run_1/placement.png
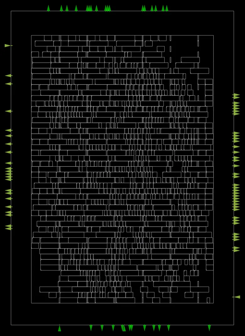
run_1/metal_density.png
The die is cut into 22 by 31 equal tiles; black is low, pale yellow is high, scaled to the fullest tile. Values are wire area over tile area, all layers added.
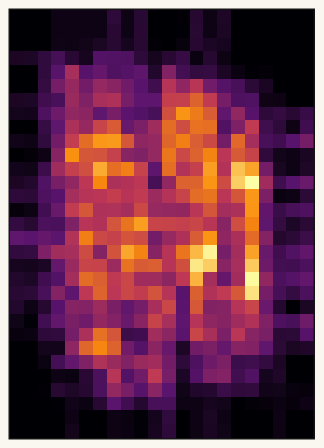
run_1/layer_met3.png
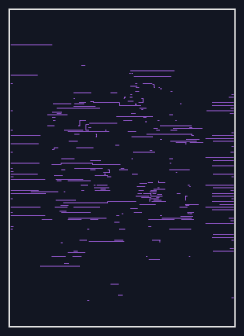
run_1/flops_by_reg.png
Other sequential cells in the stronger gray, the rest of the logic in the fainter gray.
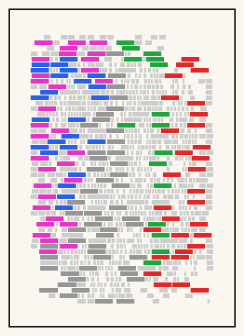
$ cat src/rtl/uart_program_loader.sv
// uart_program_loader
//
// Serial boot loader placed in front of the instruction memory. It receives a
// framed program image on an 8N1 UART line, packs the data bytes into
// little-endian 32-bit words and writes them to consecutive word addresses
// starting at byte address 0. The core is held in reset while a load runs and
// is released once the image is complete.
//
// Frame: 0xA5, count[7:0], count[15:8], count*4 data bytes, [checksum].
//
// Optional feature macro: LOADER_CHECKSUM_EN
//   defined   - a trailing checksum byte (XOR of all data bytes) is expected;
//               a mismatch ends the load in ERROR.
//   undefined - no checksum byte; the load completes after the last word.
//
// Ports:
//   clk          system clock, rising edge
//   resetn       asynchronous active-low reset
//   uart_rx      serial input, idle high, LSB first, asynchronous to clk
//   load_req     one-cycle pulse that starts a load (from IDLE/DONE/ERROR)
//   imem_we      one-cycle write strobe per assembled word
//   imem_addr    byte address of the word being written
//   imem_wdata   word being written
//   cpu_resetn   active-low core reset, low while loading or after an error
//   busy         high while a load is in progress
//   done         high after a successful load
//   error        high after a failed load
//   words_loaded number of words written in the current or last load

module uart_program_loader #(
    parameter int CLK_FREQ_HZ = 50_000_000,
    parameter int BAUD        = 115200,
    parameter int DEPTH_WORDS = 256
) (
    input  logic        clk,
    input  logic        resetn,
    input  logic        uart_rx,
    input  logic        load_req,
    output logic        imem_we,
    output logic [31:0] imem_addr,
    output logic [31:0] imem_wdata,
    output logic        cpu_resetn,
    output logic        busy,
    output logic        done,
    output logic        error,
    output logic [15:0] words_loaded
);

    localparam int               BIT_CYCLES  = CLK_FREQ_HZ / BAUD;
    localparam int               CNT_W       = $clog2(BIT_CYCLES);
    localparam logic [CNT_W-1:0] BIT_LAST    = CNT_W'(BIT_CYCLES - 1);
    localparam logic [CNT_W-1:0] HALF_LAST   = CNT_W'(BIT_CYCLES / 2 - 1);
    localparam logic [15:0]      DEPTH_LIMIT = 16'(DEPTH_WORDS);
    localparam logic [7:0]       SYNC_BYTE   = 8'hA5;

    // ------------------------------------------------------------------
    // UART receiver
    // ------------------------------------------------------------------
    typedef enum logic [1:0] {RX_IDLE, RX_START, RX_DATA, RX_STOP} rx_state_t;

    rx_state_t        rx_state, rx_state_next;
    logic             rx_meta, rx_sync, rx_prev;
    logic [CNT_W-1:0] rx_cnt, rx_cnt_next;
    logic [2:0]       rx_bit_idx, rx_bit_next;
    logic [7:0]       rx_shift, rx_shift_next;
    logic             byte_valid, byte_valid_next;
    logic             frame_err, frame_err_next;
    logic [7:0]       rx_byte;

    assign rx_byte = rx_shift;

    always_comb begin
        // NOTE: every signal gets a default before the case so no path
        // leaves it unassigned, which would otherwise infer a latch.
        rx_state_next   = rx_state;
        rx_cnt_next     = rx_cnt + 1'b1;
        rx_bit_next     = rx_bit_idx;
        rx_shift_next   = rx_shift;
        byte_valid_next = 1'b0;
        frame_err_next  = 1'b0;
        unique case (rx_state)
            RX_IDLE: begin
                rx_cnt_next = '0;
                if (rx_prev && !rx_sync) rx_state_next = RX_START;
            end
            RX_START: begin
                // Recheck mid-start-bit; a line already back high was a glitch.
                if (rx_cnt == HALF_LAST) begin
                    rx_cnt_next   = '0;
                    rx_bit_next   = '0;
                    rx_state_next = rx_sync ? RX_IDLE : RX_DATA;
                end
            end
            RX_DATA: begin
                if (rx_cnt == BIT_LAST) begin
                    rx_cnt_next   = '0;
                    rx_shift_next = {rx_sync, rx_shift[7:1]};
                    rx_bit_next   = rx_bit_idx + 1'b1;
                    if (rx_bit_idx == 3'd7) rx_state_next = RX_STOP;
                end
            end
            RX_STOP: begin
                if (rx_cnt == BIT_LAST) begin
                    rx_state_next   = RX_IDLE;
                    byte_valid_next = rx_sync;
                    frame_err_next  = !rx_sync;
                end
            end
            default: rx_state_next = RX_IDLE;
        endcase
    end

    always_ff @(posedge clk or negedge resetn) begin
        // NOTE: sequential state uses non-blocking assignments so every
        // register samples values from before the edge, independent of order.
        if (!resetn) begin
            rx_meta    <= 1'b1;
            rx_sync    <= 1'b1;
            rx_prev    <= 1'b1;
            rx_state   <= RX_IDLE;
            rx_cnt     <= '0;
            rx_bit_idx <= '0;
            rx_shift   <= '0;
            byte_valid <= 1'b0;
            frame_err  <= 1'b0;
        end else begin
            rx_meta    <= uart_rx;
            rx_sync    <= rx_meta;
            rx_prev    <= rx_sync;
            rx_state   <= rx_state_next;
            rx_cnt     <= rx_cnt_next;
            rx_bit_idx <= rx_bit_next;
            rx_shift   <= rx_shift_next;
            byte_valid <= byte_valid_next;
            frame_err  <= frame_err_next;
        end
    end

    // ------------------------------------------------------------------
    // Loader FSM
    // ------------------------------------------------------------------
`ifdef LOADER_CHECKSUM_EN
    typedef enum logic [2:0] {
        S_IDLE, S_SYNC, S_LEN_LO, S_LEN_HI, S_DATA, S_CSUM, S_DONE, S_ERROR
    } state_t;
    localparam state_t AFTER_DATA = S_CSUM;
`else
    typedef enum logic [2:0] {
        S_IDLE, S_SYNC, S_LEN_LO, S_LEN_HI, S_DATA, S_DONE, S_ERROR
    } state_t;
    localparam state_t AFTER_DATA = S_DONE;
`endif

    state_t      state, state_next;
    logic        start_load;
    logic        receiving;
    logic [15:0] count;
    logic [15:0] len_word;
    logic [1:0]  byte_idx;
    logic [31:0] word_buf;
`ifdef LOADER_CHECKSUM_EN
    logic [7:0]  csum_acc;
`endif

    assign len_word  = {rx_byte, count[7:0]};
    assign receiving = !(state inside {S_IDLE, S_DONE, S_ERROR});
    assign busy      = receiving;
    assign done      = (state == S_DONE);
    assign error     = (state == S_ERROR);

    always_comb begin
        state_next = state;
        start_load = 1'b0;
        unique case (state)
            S_IDLE, S_DONE, S_ERROR: begin
                if (load_req) begin
                    state_next = S_SYNC;
                    start_load = 1'b1;
                end
            end
            S_SYNC: begin
                if (byte_valid && rx_byte == SYNC_BYTE) state_next = S_LEN_LO;
            end
            S_LEN_LO: begin
                if (byte_valid) state_next = S_LEN_HI;
            end
            S_LEN_HI: begin
                if (byte_valid) begin
                    if (len_word > DEPTH_LIMIT)  state_next = S_ERROR;
                    else if (len_word == 16'd0) state_next = AFTER_DATA;
                    else                        state_next = S_DATA;
                end
            end
            S_DATA: begin
                // Leave on the write cycle of the final word.
                if (imem_we && (words_loaded + 16'd1 == count)) state_next = AFTER_DATA;
            end
`ifdef LOADER_CHECKSUM_EN
            S_CSUM: begin
                if (byte_valid) state_next = (rx_byte == csum_acc) ? S_DONE : S_ERROR;
            end
`endif
            default: state_next = S_IDLE;
        endcase
        if (receiving && frame_err) state_next = S_ERROR;
    end

    always_ff @(posedge clk or negedge resetn) begin
        if (!resetn) state <= S_IDLE;
        else         state <= state_next;
    end

    always_ff @(posedge clk or negedge resetn) begin
        // NOTE: the datapath registers are all reset; they are few, and a
        // clean known state after an aborted load keeps the outputs defined.
        if (!resetn) begin
            imem_we      <= 1'b0;
            imem_addr    <= '0;
            imem_wdata   <= '0;
            cpu_resetn   <= 1'b0;
            words_loaded <= '0;
            count        <= '0;
            byte_idx     <= '0;
            word_buf     <= '0;
`ifdef LOADER_CHECKSUM_EN
            csum_acc     <= '0;
`endif
        end else begin
            imem_we    <= 1'b0;
            // The core runs only in IDLE (existing image) and DONE.
            cpu_resetn <= (state_next == S_IDLE) || (state_next == S_DONE);

            if (start_load) begin
                imem_addr    <= '0;
                words_loaded <= '0;
                byte_idx     <= '0;
`ifdef LOADER_CHECKSUM_EN
                csum_acc     <= '0;
`endif
            end

            if (state == S_LEN_LO && byte_valid) count[7:0]  <= rx_byte;
            if (state == S_LEN_HI && byte_valid) count[15:8] <= rx_byte;

            if (state == S_DATA && byte_valid) begin
                word_buf[{byte_idx, 3'b000} +: 8] <= rx_byte;
                byte_idx <= byte_idx + 1'b1;
`ifdef LOADER_CHECKSUM_EN
                csum_acc <= csum_acc ^ rx_byte;
`endif
                if (byte_idx == 2'd3) begin
                    imem_we    <= 1'b1;
                    imem_wdata <= {rx_byte, word_buf[23:0]};
                end
            end

            // Address and count advance after the write cycle so both are
            // stable while imem_we is high.
            if (imem_we) begin
                imem_addr    <= imem_addr + 32'd4;
                words_loaded <= words_loaded + 16'd1;
            end
        end
    end

endmodule
$ cat config.mk
export PLATFORM = sky130hd
export DESIGN_NAME = uart_program_loader
export DESIGN_NICKNAME = d
export VERILOG_FILES = /design/src/rtl/uart_program_loader.sv
export SDC_FILE = /design/constraint.sdc
export NUM_CORES = 1
export LEC_CHECK = 0
export ABC_AREA = 1
export CORE_ASPECT_RATIO = 1.5
export CORE_MARGIN = 10
export CORE_UTILIZATION = 61
export DETAILED_ROUTE_END_ITERATION = 8
export PLACE_DENSITY = 0.86
export SLEW_MARGIN = 20
export SYNTH_ARGS = -nofsm -noshare
export SYNTH_HDL_FRONTEND = slang
export SYNTH_SLANG_ARGS = --single-unit
$ cat constraint.sdc
create_clock -name clk -period 3.1 [get_ports clk]
set_input_delay 0.775 -clock clk [delete_from_list [all_inputs] [get_ports clk]]
set_output_delay 0.775 -clock clk [all_outputs]
set_load 0.02 [all_outputs]
==> summary.txt, run 1 <==
Logic family by area: simple AND/OR/NAND/NOR gates
TritonCTS Buffers: 17
Hold Buf Count CTS: 0
Slew headroom: 40.6%
Die height: 156 microns
Flop2flop setup slack: 0.79 ns
Post-route clock period utilization: 88.2%
Clk pin slew, worst setup/hold paths: 0.06 ns
# setup viols final: 0
DPL Wire Length: 14200 microns
Crit path capture type: primary output
Area delta synth->final: 21.9%
Ao+oa area frac: 9.48%
CP dominant cell by count: inv_1
Status: completed
Yosys warning tally: 0
Final nets: 1003
Post-synth cell types: 46
Rows: 49
Post-Synthesis Cells: 891
H-tree depth: 4
Max clock buf depth: 2
OpenROAD warning count: 32
Peak Freq: 366 MHz
First-pass GRT wire length: 33400 microns
Top cells by count, synth: nand2_1 (196), dfrtp_1 (149), inv_1 (101), nand3_1 (91), o21ai_0 (78)
Worst slew pin tran: 0.884 ns
Multiplexer share: 3.84%
Yosys top cell by area: dfrtp_1
Chip area: 0.0173 sq mm
Leakage: 4.25 nW
Vias in the first global route: 6924
WL per Instance: 17.5 microns
# Post-CTS Setup Buffers: 0
Critical path class: register to primary output
Sink Count: 152
WP data arrival: 1.96 ns
Via/cell ratio: 5.95
EDFF count, synth: 0
Flop and latch count out of synthesis: 152
Vias: 6856
Setup crit start kind: register
Die extent in x: 111 microns
DRC Markers: 0
Largest net degree at the start of global routing: 65
Adder Area Share: 1.99%
Asr flop ratio synth: 100%
Detailed router's first-iteration violation count: 478
FP Util: 62.5%
Basic Gates by Area: 26.2%
Post-synthesis area per instance: 8.48 sq um
Synthesis area per yosys: 0.00755 sq mm
Max-Cap Viols: 0
Worst path slowest cell: clkdlybuf4s50_1
Min cycle time layout: 2.73 ns
Routed Antenna Nets: 0
GRT Total Usage: 23.5%
Post-route setup TNS: 0 ns
Core area: 0.0121 sq mm
Min-Delay Path Class: primary input to asynchronous set/reset pin
# IOs: 89
Buffers on Ports: 86
Worst EP required: 2.32 ns
Top cells by area: dfrtp_1 (49%), nand2_1 (9.7%), nand3_1 (6.0%)
About placement.png:
post-layout util: 76.2%
Flop Count: 152
register fraction of the total cell area: 41.3%
post-route insts no fill: 1153
fill count: 819

About metal_density.png:
emptiest ninth of the die: north-east
mean over tiles: 0.20
fullest tile: 0.73
tiles over half the peak: 18%
densest ninth of the die: center

About layer_met3.png:
longest straight run: 22.3 microns
wire length on this layer: 1380 microns
share of all routed wire: 6.8%
main direction: horizontal
nets with wire on the layer: 165

About flops_by_reg.png:
| color | signal | placed flops |
|---|---|---|
| blue | `word_buf` | 24 |
| green | `words_loaded` | 16 |
| magenta | `imem_wdata` | 32 |
| red | `imem_addr` | 30 |
not colored: 50

## run 1: cell families after synthesis
logic type / after synthesis
fa+ha+maj: 12
other cells: 1
flops: 152
mux: 26
compound gates: 130
xor+xnor: 11
buf+inv: 125
simple gates: 434
## run 1: cell usage in the layout, fill, tap and decap left out, types with 3 or more instances in the layout
cell	instances
dfrtp_1	149
nand2_2	3
inv_8	4
clkdlybuf4s50_1	85
nor2_4	5
nand2_1	196
xor2_1	9
o21a_1	8
nand4_1	20
nand3b_1	4
mux2_2	19
a21oi_1	20
mux2_1	5
or2_2	3
nor4_2	3
nor2_1	73
nor3_1	17
o22ai_1	13
o21ai_0	78
nor2_2	7
inv_2	4
a22o_1	3
inv_6	5
buf_4	9
ha_1	12
dfstp_2	3
inv_1	101
nor4_1	5
clkbuf_16	17
nand3_1	91
## run 1: flip-flops by register name (all words and copies together), names as in the netlist, 2 cells and up
register / flops
byte_idx: 2
count: 16
imem_addr: 30
imem_wdata: 32
rx_bit_idx: 3
rx_byte: 8
rx_cnt: 9
rx_state: 2
state: 3
word_buf: 24
words_loaded: 16
## run 1: stage by stage
stage          cells  hold slack (ns)  cell area, sq um  setup WS, ns
4_1_cts         1153            0.340              9210         0.383
3_3_place_gp    1121            0.349              8600         0.870
3_5_place_dp    1121            0.348              8600         0.841
2_1_floorplan    892            0.345              7560          1.17
5_1_grt         1153            0.358              9210         0.212
6_report        1153            0.325              9210         0.367
## run 1: final cells by class
| class | count | area (sq um) |
|---|---|---|
| clock buffers | 17 | 425 |
| clock inverters | 15 | 181 |
| fillers | 819 | 2870 |
| inverters | 105 | 394 |
| multi-input cells | 615 | 3260 |
| flip-flops and latches | 152 | 3810 |
| well taps | 153 | 191 |
| repair buffers | 96 | 950 |
## run 1: where the power goes
part | internal, mW | switching [mW]
Clock | 1.22 | 0.915
Sequential | 2.15 | 0.238
Combinational | 0.453 | 0.788
## run 1: path summary, 6_finish.rpt
path / from / to / cells after the start
worst max-delay path: state[1] / busy / 6
worst min-delay path: resetn / imem_addr[5] / 1
worst max register to register: words_loaded[0] / cpu_resetn / 14
worst min register to register: rx_meta / rx_sync / 0
max in group asynchronous: resetn / imem_wdata[23] / 2
min in group clk: rx_meta / rx_sync / 0
## run 1: routing by layer
metal  up-vias  share of wire (%)  GRT usage, %  wire length (microns)
met5         -                  0             0                      0
met4         0                5.8          16.1                   1180
met3        98                6.8          5.70                   1380
met2       342                 52          42.0                  10400
met1      3254                 36          23.7                   7230
li1       3162                  -             -                      -
## run 1: worst max-delay path: cells and delay by family, from the launching register on
family	cells	cell delay, ns
DFF	1	0.39
buffers and inverters	3	0.85
and+or+nand+nor	3	0.29
--- run 2 (diff from run 1) ---
--- a/config.mk
+++ b/config.mk
@@ -9,6 +9,7 @@
 export CORE_ASPECT_RATIO = 1.5
 export CORE_MARGIN = 10
 export CORE_UTILIZATION = 61
+export CTS_CLUSTER_DIAMETER = 120
 export DETAILED_ROUTE_END_ITERATION = 8
 export PLACE_DENSITY = 0.86
 export SLEW_MARGIN = 20
run_2/layer_met3.png
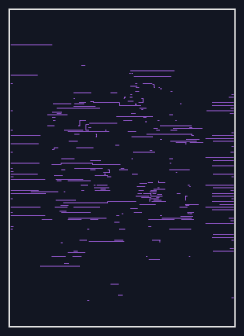
nets with wire on the layer: 165
longest straight run: 22.3 microns
main direction: horizontal

==> run 2 against run 1 <==
Cell count unchanged. Register-to-register slack about the same. Flip-flop count unchanged. Largest power group unchanged. Fmax unchanged. Critical path type unchanged. Clock power about the same. Largest cell class unchanged. Final area unchanged. Via count unchanged. First-iteration DRC count unchanged. Clock-buffer cell count unchanged. Critical path depth unchanged.
==> summary.txt, run 2 <==
Status: completed
DPL Wire Length: 14200 microns (unchanged)
Hold_ws: 0.325 ns (unchanged)
Top logic cells by instance count in the layout: nand2_1 (196), dfrtp_1 (149), inv_1 (101)
# setup viols final: 0 (unchanged)
Register area: 0.00381 sq mm (unchanged)
# Post-CTS Setup Buffers: 0 (unchanged)
Detailed router's first-iteration violation count: 478 (unchanged)
Sink Count: 152 (unchanged)
Largest registers: imem_wdata x32, imem_addr x30, word_buf x24
OpenROAD warning count: 32 (unchanged)
Post-route setup TNS: 0 ns (unchanged)
Die extent in x: 111 microns (unchanged)
GRT Total Usage: 23.5% (unchanged)
Register-to-Register Path Depth: 14 (unchanged)
TritonCTS Buffers: 17 (unchanged)
Setup crit start kind: register
Biggest register: imem_wdata
Peak Freq: 366 MHz (unchanged)
Max-Cap Viols: 0 (unchanged)
Flop and latch count out of synthesis: 152 (unchanged)
Post-layout util: 76.2% (unchanged)
Finished Cell Area: 0.00921 sq mm (unchanged)
Post-Synthesis Cells: 891 (unchanged)
Clk pin slew, worst setup/hold paths: 0.06 ns (about the same)
DRC Markers: 0 (unchanged)
Critical path class: register to primary output
Place WS: 0.841 ns (unchanged)
Slew headroom: 40.6% (unchanged)
Buffers on Ports: 86 (unchanged)
Leakage: 4.25 nW (unchanged)
Die height: 156 microns (unchanged)
Max clock buf depth: 2 (unchanged)
Vias: 6856 (unchanged)
Routed Antenna Nets: 0 (unchanged)
Min-Delay Path Class: primary input to asynchronous set/reset pin
Most numerous logic cell after layout: nand2_1
RR Startpoint: words_loaded[0]
WL per Instance: 17.5 microns (unchanged)
Post-synth cell types: 46 (unchanged)
Asr flop ratio synth: 100% (unchanged)
Area delta synth->final: 21.9% (unchanged)
Crit path capture type: primary output
Yosys warning tally: 0 (unchanged)
EDFF count, synth: 0 (unchanged)
Top cells by area: dfrtp_1 (49%), nand2_1 (9.7%), nand3_1 (6.0%)
run_2/flops_by_reg.png
Other sequential cells in the stronger gray, the rest of the logic in the fainter gray.
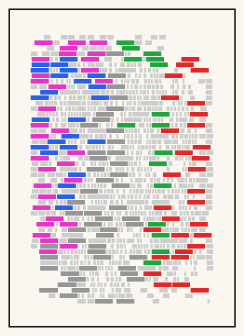
| color | signal | placed flops |
|---|---|---|
| blue | `word_buf` | 24 |
| magenta | `imem_wdata` | 32 |
| red | `imem_addr` | 30 |
| green | `words_loaded` | 16 |
not colored: 50

run 2: worst max-delay path by stage:
stage	to	cells past startpoint	startpoint	slack, ns
floorplan	cpu_resetn	12	words_loaded[0]	1.17
global placement	busy	6	state[1]	0.87
detailed placement	busy	6	state[1]	0.84
CTS	busy	6	state[1]	0.38
global route	busy	6	state[1]	0.21
finish	busy	6	state[1]	0.37
run 2: layout make-up:
type | instances | area share (%)
Clock inverter | 15 | 1.97
Timing Repair Buffer | 96 | 10.3
Clock buffer | 17 | 4.62
Sequential cell | 152 | 41.3
Inverter | 105 | 4.28
Multi-Input combinational cell | 615 | 35.4
Tap cell | 153 | 2.08
run 2: cells by family (layout without fill, tap and decap cells):
logic type / after synthesis / after routing / share of synthesized area (%)
AND/OR/NAND/NOR: 434 / 434 / 26.2
flip-flops: 152 / 152 / 50.4
AND-OR/OR-AND: 130 / 130 / 9.48
buffers and inverters: 125 / 233 / 6.54
multiplexers: 26 / 26 / 3.84
adder cells (fa/ha/maj): 12 / 12 / 1.99
XOR/XNOR: 11 / 11 / 1.47
other: 1 / 2 / 0.0497
run 2: critical path, cell delays in order (launching register included):
cell	delay [ns]
dfrtp_1	0.39
inv_1	0.12
nor2_1	0.08
nand2_1	0.08
nand3_1	0.13
inv_1	0.12
clkdlybuf4s50_1	0.61
run 2: power breakdown:
group	switching (mW)	internal, mW
sequential	0.238	2.15
combinational	0.788	0.453
clock	0.915	1.22
run 2: metal layers:
| metal | vias to the layer above | wire (microns) | GRT usage (%) |
|---|---|---|---|
| met3 | 98 | 1380 | 5.70 |
| li1 | 3162 | - | - |
| met1 | 3254 | 7230 | 23.7 |
| met2 | 342 | 10400 | 42.0 |
| met5 | - | 0 | 0 |
| met4 | 0 | 1180 | 16.1 |
Power figures rest on the tool's default switching activity, not on a simulated workload.
